<file path="config.mk">
export PLATFORM = sky130hd
export DESIGN_NAME = innings_sequencer
export DESIGN_NICKNAME = d
export VERILOG_FILES = /design/src/rtl/innings_sequencer_pkg.sv /design/src/rtl/innings_sequencer_team_scoreboard.sv /design/src/rtl/innings_sequencer.sv
export SDC_FILE = /design/constraint.sdc
export NUM_CORES = 1
export LEC_CHECK = 0
export CORE_MARGIN = 3
export CORE_UTILIZATION = 35
export CTS_BUF_LIST = sky130_fd_sc_hd__clkbuf_4
export DETAILED_ROUTE_END_ITERATION = 10
export HOLD_SLACK_MARGIN = 0.12
export PLACE_DENSITY = 0.56
export SLEW_MARGIN = 15
export SYNTH_ARGS = -nofsm -noshare
export SYNTH_HDL_FRONTEND = slang
export SYNTH_HIERARCHICAL = 1
export SYNTH_SLANG_ARGS = --single-unit
</file>
<file path="constraint.sdc">
create_clock -name clk_fpga -period 2 [get_ports clk_fpga]
set_input_delay 0.3 -clock clk_fpga [delete_from_list [all_inputs] [get_ports clk_fpga]]
set_output_delay 0.3 -clock clk_fpga [all_outputs]
set_load 0.02 [all_outputs]
</file>
<file path="src/rtl/innings_sequencer_pkg.sv">
// rtl/innings_sequencer_pkg.sv - shared encodings, widths and default limits for the match controller
package innings_sequencer_pkg;

    typedef enum logic [2:0] {
        ST_BAT1  = 3'd0,
        ST_WAIT1 = 3'd1,
        ST_BREAK = 3'd2,
        ST_BAT2  = 3'd3,
        ST_WAIT2 = 3'd4,
        ST_DONE  = 3'd5
    } state_t;

    localparam int OUT_RUNS_W = 3;
    localparam int WKT_W      = 4;
    localparam int BALL_W     = 3;
    localparam int OVER_W     = 4;

    localparam int DEF_BALLS_PER_OVER = 6;
    localparam int DEF_MAX_OVERS      = 2;
    localparam int DEF_MAX_WICKETS    = 10;
    localparam int DEF_RUN_W          = 8;

    typedef struct packed {
        logic [OUT_RUNS_W-1:0] runs;
        logic                  wicket;
        logic                  extra;
    } outcome_t;

    // The generator can emit 7; the game has no seven off the bat.
    function automatic logic [OUT_RUNS_W-1:0] clamp_runs(input logic [OUT_RUNS_W-1:0] r);
        return (r == 3'd7) ? 3'd6 : r;
    endfunction

    function automatic logic [5:0] ball_thermometer(input logic [BALL_W-1:0] b);
        logic [5:0] t;
        t = '0;
        for (int i = 0; i < 6; i++) begin
            t[i] = (b > 3'(i));
        end
        return t;
    endfunction

endpackage

</file>
<file path="src/rtl/innings_sequencer_team_scoreboard.sv">
// rtl/innings_sequencer_team_scoreboard.sv - one team's runs, wickets, balls and overs with saturation
module team_scoreboard
    import innings_sequencer_pkg::*;
#(
    parameter int BALLS_PER_OVER = DEF_BALLS_PER_OVER,
    parameter int MAX_WICKETS    = DEF_MAX_WICKETS,
    parameter int RUN_W          = DEF_RUN_W
) (
    input  logic              clk,
    input  logic              reset,
    input  logic              i_clear,
    input  logic              i_apply,
    input  outcome_t          i_outcome,
    output logic [RUN_W-1:0]  o_runs,
    output logic [WKT_W-1:0]  o_wkts,
    output logic [BALL_W-1:0] o_balls,
    output logic [OVER_W-1:0] o_overs
);

    localparam int              SUM_W   = RUN_W + 4;
    localparam logic [RUN_W-1:0] RUN_MAX = '1;

    logic [RUN_W-1:0]  r_runs;
    logic [WKT_W-1:0]  r_wkts;
    logic [BALL_W-1:0] r_balls;
    logic [OVER_W-1:0] r_overs;

    logic [OUT_RUNS_W-1:0] w_bat_runs;
    logic [3:0]            w_add;
    logic [SUM_W-1:0]      w_sum;
    logic [RUN_W-1:0]      w_runs_next;
    logic                  w_last_ball;

    // A wicket with no extra scores nothing; an extra carries its one-run penalty.
    always_comb begin
        w_bat_runs = clamp_runs(i_outcome.runs);
        w_add      = 4'd0;
        if (i_outcome.extra) begin
            w_add = 4'd1 + {1'b0, w_bat_runs};
        end else if (!i_outcome.wicket) begin
            w_add = {1'b0, w_bat_runs};
        end
    end

    assign w_sum       = SUM_W'(r_runs) + SUM_W'(w_add);
    assign w_runs_next = (w_sum > SUM_W'(RUN_MAX)) ? RUN_MAX : w_sum[RUN_W-1:0];
    assign w_last_ball = (r_balls == BALL_W'(BALLS_PER_OVER - 1));

    always_ff @(posedge clk) begin
        if (reset || i_clear) begin
            r_runs  <= '0;
            r_wkts  <= '0;
            r_balls <= '0;
            r_overs <= '0;
        end else if (i_apply) begin
            r_runs <= w_runs_next;
            if (!i_outcome.extra) begin
                if (i_outcome.wicket && (r_wkts != WKT_W'(MAX_WICKETS))) begin
                    r_wkts <= r_wkts + 4'd1;
                end
                if (w_last_ball) begin
                    r_balls <= '0;
                    if (r_overs != '1) begin
                        r_overs <= r_overs + 4'd1;
                    end
                end else begin
                    r_balls <= r_balls + 3'd1;
                end
            end
        end
    end

    assign o_runs  = r_runs;
    assign o_wkts  = r_wkts;
    assign o_balls = r_balls;
    assign o_overs = r_overs;

endmodule

</file>
<file path="src/rtl/innings_sequencer.sv">
// rtl/innings_sequencer.sv - two-innings match sequencer, outcome request handshake and result logic
module innings_sequencer
    import innings_sequencer_pkg::*;
#(
    parameter int BALLS_PER_OVER = DEF_BALLS_PER_OVER,
    parameter int MAX_OVERS      = DEF_MAX_OVERS,
    parameter int MAX_WICKETS    = DEF_MAX_WICKETS,
    parameter int RUN_W          = DEF_RUN_W
) (
    input  logic                  clk_fpga,
    input  logic                  reset,
    input  logic                  delivery,
    input  logic                  sw,
    output logic                  out_req,
    input  logic                  out_valid,
    input  logic [OUT_RUNS_W-1:0] out_runs,
    input  logic                  out_wicket,
    input  logic                  out_extra,
    output logic [RUN_W-1:0]      disp_runs,
    output logic [WKT_W-1:0]      disp_wkts,
    output logic                  batting,
    output logic [BALL_W-1:0]     ball_in_over,
    output logic [OVER_W-1:0]     over_cnt,
    output logic                  inning_over,
    output logic                  game_over,
    output logic                  winner,
    output logic                  tie,
    output logic [7:0]            led
);

    state_t r_state;
    logic   r_eval;
    logic   r_out_req;
    logic   r_batting;
    logic   r_waiting;
    logic   r_inning_over;
    logic   r_game_over;
    logic   r_winner;
    logic   r_tie;

    outcome_t          w_outcome;
    logic              w_in_wait;
    logic              w_accept;
    logic              w_apply1;
    logic              w_apply2;
    logic              w_clear2;
    logic              w_end1;
    logic              w_end2;
    logic [RUN_W-1:0]  w_runs1;
    logic [RUN_W-1:0]  w_runs2;
    logic [WKT_W-1:0]  w_wkts1;
    logic [WKT_W-1:0]  w_wkts2;
    logic [BALL_W-1:0] w_balls1;
    logic [BALL_W-1:0] w_balls2;
    logic [OVER_W-1:0] w_overs1;
    logic [OVER_W-1:0] w_overs2;

    assign w_outcome = '{runs: out_runs, wicket: out_wicket, extra: out_extra};

    // r_eval marks the cycle after an accepted outcome: totals are settled, so
    // the innings-end test runs on registered values and further strobes are ignored.
    assign w_in_wait = (r_state == ST_WAIT1) || (r_state == ST_WAIT2);
    assign w_accept  = w_in_wait && !r_eval && out_valid;
    assign w_apply1  = w_accept && (r_state == ST_WAIT1);
    assign w_apply2  = w_accept && (r_state == ST_WAIT2);
    assign w_clear2  = (r_state == ST_BREAK) && delivery;

    team_scoreboard #(
        .BALLS_PER_OVER (BALLS_PER_OVER),
        .MAX_WICKETS    (MAX_WICKETS),
        .RUN_W          (RUN_W)
    ) u_team1 (
        .clk       (clk_fpga),
        .reset     (reset),
        .i_clear   (1'b0),
        .i_apply   (w_apply1),
        .i_outcome (w_outcome),
        .o_runs    (w_runs1),
        .o_wkts    (w_wkts1),
        .o_balls   (w_balls1),
        .o_overs   (w_overs1)
    );

    team_scoreboard #(
        .BALLS_PER_OVER (BALLS_PER_OVER),
        .MAX_WICKETS    (MAX_WICKETS),
        .RUN_W          (RUN_W)
    ) u_team2 (
        .clk       (clk_fpga),
        .reset     (reset),
        .i_clear   (w_clear2),
        .i_apply   (w_apply2),
        .i_outcome (w_outcome),
        .o_runs    (w_runs2),
        .o_wkts    (w_wkts2),
        .o_balls   (w_balls2),
        .o_overs   (w_overs2)
    );

    assign w_end1 = (w_wkts1 == WKT_W'(MAX_WICKETS)) || (w_overs1 == OVER_W'(MAX_OVERS));
    assign w_end2 = (w_wkts2 == WKT_W'(MAX_WICKETS)) || (w_overs2 == OVER_W'(MAX_OVERS))
                 || (w_runs2 > w_runs1);

    always_ff @(posedge clk_fpga) begin
        if (reset) begin
            r_state       <= ST_BAT1;
            r_eval        <= 1'b0;
            r_out_req     <= 1'b0;
            r_batting     <= 1'b0;
            r_waiting     <= 1'b0;
            r_inning_over <= 1'b0;
            r_game_over   <= 1'b0;
            r_winner      <= 1'b0;
            r_tie         <= 1'b0;
        end else begin
            r_out_req <= 1'b0;
            case (r_state)
                ST_BAT1: begin
                    if (delivery) begin
                        r_state   <= ST_WAIT1;
                        r_out_req <= 1'b1;
                        r_waiting <= 1'b1;
                    end
                end
                ST_WAIT1: begin
                    if (r_eval) begin
                        r_eval    <= 1'b0;
                        r_waiting <= 1'b0;
                        if (w_end1) begin
                            r_state       <= ST_BREAK;
                            r_inning_over <= 1'b1;
                        end else begin
                            r_state <= ST_BAT1;
                        end
                    end else if (out_valid) begin
                        r_eval <= 1'b1;
                    end
                end
                ST_BREAK: begin
                    if (delivery) begin
                        r_state       <= ST_BAT2;
                        r_batting     <= 1'b1;
                        r_inning_over <= 1'b0;
                    end
                end
                ST_BAT2: begin
                    if (delivery) begin
                        r_state   <= ST_WAIT2;
                        r_out_req <= 1'b1;
                        r_waiting <= 1'b1;
                    end
                end
                ST_WAIT2: begin
                    if (r_eval) begin
                        r_eval    <= 1'b0;
                        r_waiting <= 1'b0;
                        if (w_end2) begin
                            r_state       <= ST_DONE;
                            r_inning_over <= 1'b1;
                            r_game_over   <= 1'b1;
                            r_winner      <= (w_runs2 > w_runs1);
                            r_tie         <= (w_runs2 == w_runs1);
                        end else begin
                            r_state <= ST_BAT2;
                        end
                    end else if (out_valid) begin
                        r_eval <= 1'b1;
                    end
                end
                ST_DONE: begin
                    r_state <= ST_DONE;
                end
                default: begin
                    r_state <= ST_BAT1;
                end
            endcase
        end
    end

    assign out_req      = r_out_req;
    assign batting      = r_batting;
    assign inning_over  = r_inning_over;
    assign game_over    = r_game_over;
    assign winner       = r_winner;
    assign tie          = r_tie;
    assign ball_in_over = r_batting ? w_balls2 : w_balls1;
    assign over_cnt     = r_batting ? w_overs2 : w_overs1;
    assign disp_runs    = sw ? w_runs2 : w_runs1;
    assign disp_wkts    = sw ? w_wkts2 : w_wkts1;
    assign led          = {r_batting, r_waiting, ball_thermometer(ball_in_over)};

endmodule

</file>
==> images/class_map.png <==
Bar = 20 um.
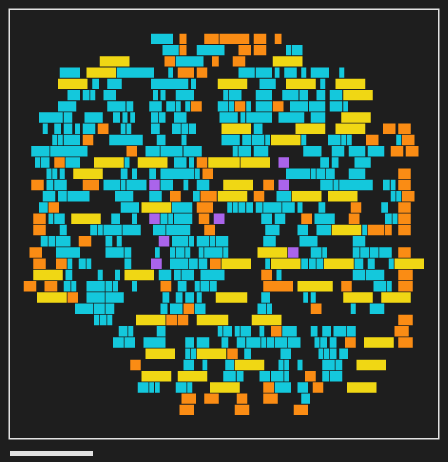
[cyan] remaining logic cells | cells: 330 | share of their area: 57%
[purple] clock drivers and dummy loads | cells: 8 | share of their area: 1.4%
[orange] remaining buffers and delay cells | cells: 87 | share of their area: 18%
[yellow] registers | cells: 49 | share of their area: 23%

==> images/layers.png <==
Bar = 20 um. Only two layers are drawn.
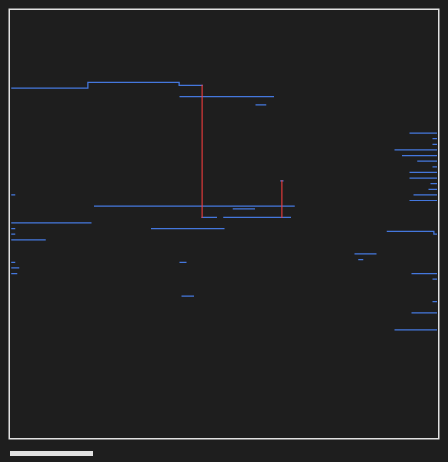
[blue] M3 | wire length: 301 um
[red] M4 | wire length: 40.8 um

==> images/ff_map.png <==
Bar = 20 um. Other sequential cells in the stronger gray, the rest of the logic in the fainter gray.
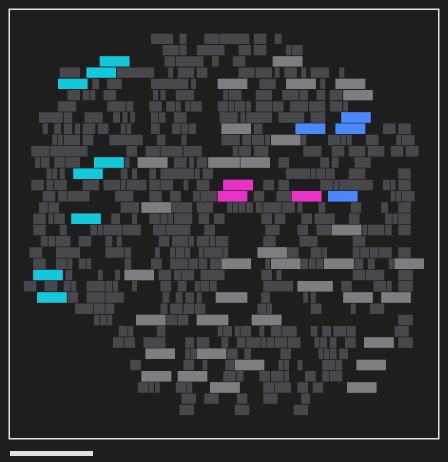
[magenta] u_team2/o_balls | flops: 3
[blue] u_team2/o_overs | flops: 4 | where: upper right
[cyan] u_team2/o_runs | flops: 8
Reg area: 988 um2
seq pwr: 0.993 mW
fraction of area in registers: 0.226
fin util: 0.487

==> GITHUB_STEP_SUMMARY <==
### Yosys + OpenROAD results

| Metric | Value |
|---|---|
| Startpoint types | `input pin` |
| Placed cells | `584` |
| Floorplan core density | `0.371` |
| Logic cell area | `2310 um2` |
| Met1 usage | `0.201` |
| Endpoint class of the critical path | `output pin` |
| Final ANT Viol Nets | `0` |
| Final Slew Violations | `0` |
| Post-synth EDFFs | `0` |
| Crit-path slowest cell | `clkdlybuf4s50_1` |
| Worst hold path type | `flip-flop to flip-flop` |
| Tool warnings | `28` |
| Final instance area | `~4400 um2` |
| Synth area leaders | `dfxtp_1, ha_1, nor2_1, mux2_2, a21oi_1` |
| Post-CTS sizing | `45` |
| YS chip area | `3330 um2` |
| Total Routing Usage GR | `0.149` |
| Synthesis warning total | `6` |
| Min Hold Slack | `0.513 ns` |
| Status | `completed` |
| Main flop type | `dfxtp_1` |
| Hold Vio Cnt, Final | `0` |
| Worst vdd ir | `204 uV` |
| WHS Path Cells | `2` |
| # clk buffers | `6` |
| DR vias/cell | `5.03` |
| CP Cell Sequence | `clkdlybuf4s50_1, buf_12, mux2_2, dlygate4sd2_1` |
| AND/OR/NAND/NOR Cells, Area Fraction | `0.243` |
| Adder share | `0.102` |
| Initial antenna violation count | `0` |
| Nonclk buf count | `87` |
| Area Overhead vs Synth | `31.3%` |
| Final HPWL DP | `~6100 um` |
| Layout clock area frac | `0.0137` |
| Ratio of cells with drive above 1 in the final layout | `0.262` |
| Die height | `104 um` |
| Core area | `8980 um2` |
==> images/gates.png <==
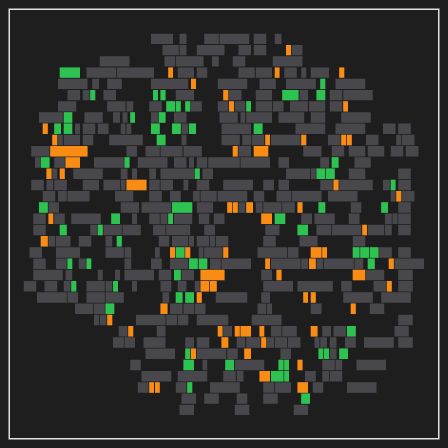
[orange] nor cells | cells: 66 | most used: nor2_1
[green] nand cells | cells: 67 | most used: nand2_1 | where: all over the die
Commonest Layout Cell: nor2_1
Final Instance Count excl. Fillers: 600
Comb/total area: 0.529

==> images/congestion_map.png <==
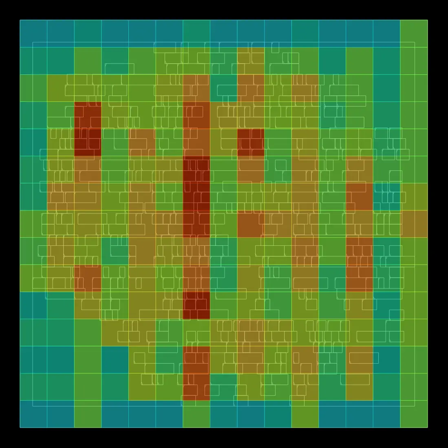
global routing usage on met2: 0.250
Top Usage Layer GRT: met2
WL/cell: 13.6 um

No activity file was given, so power comes from the tool's default toggle rates.
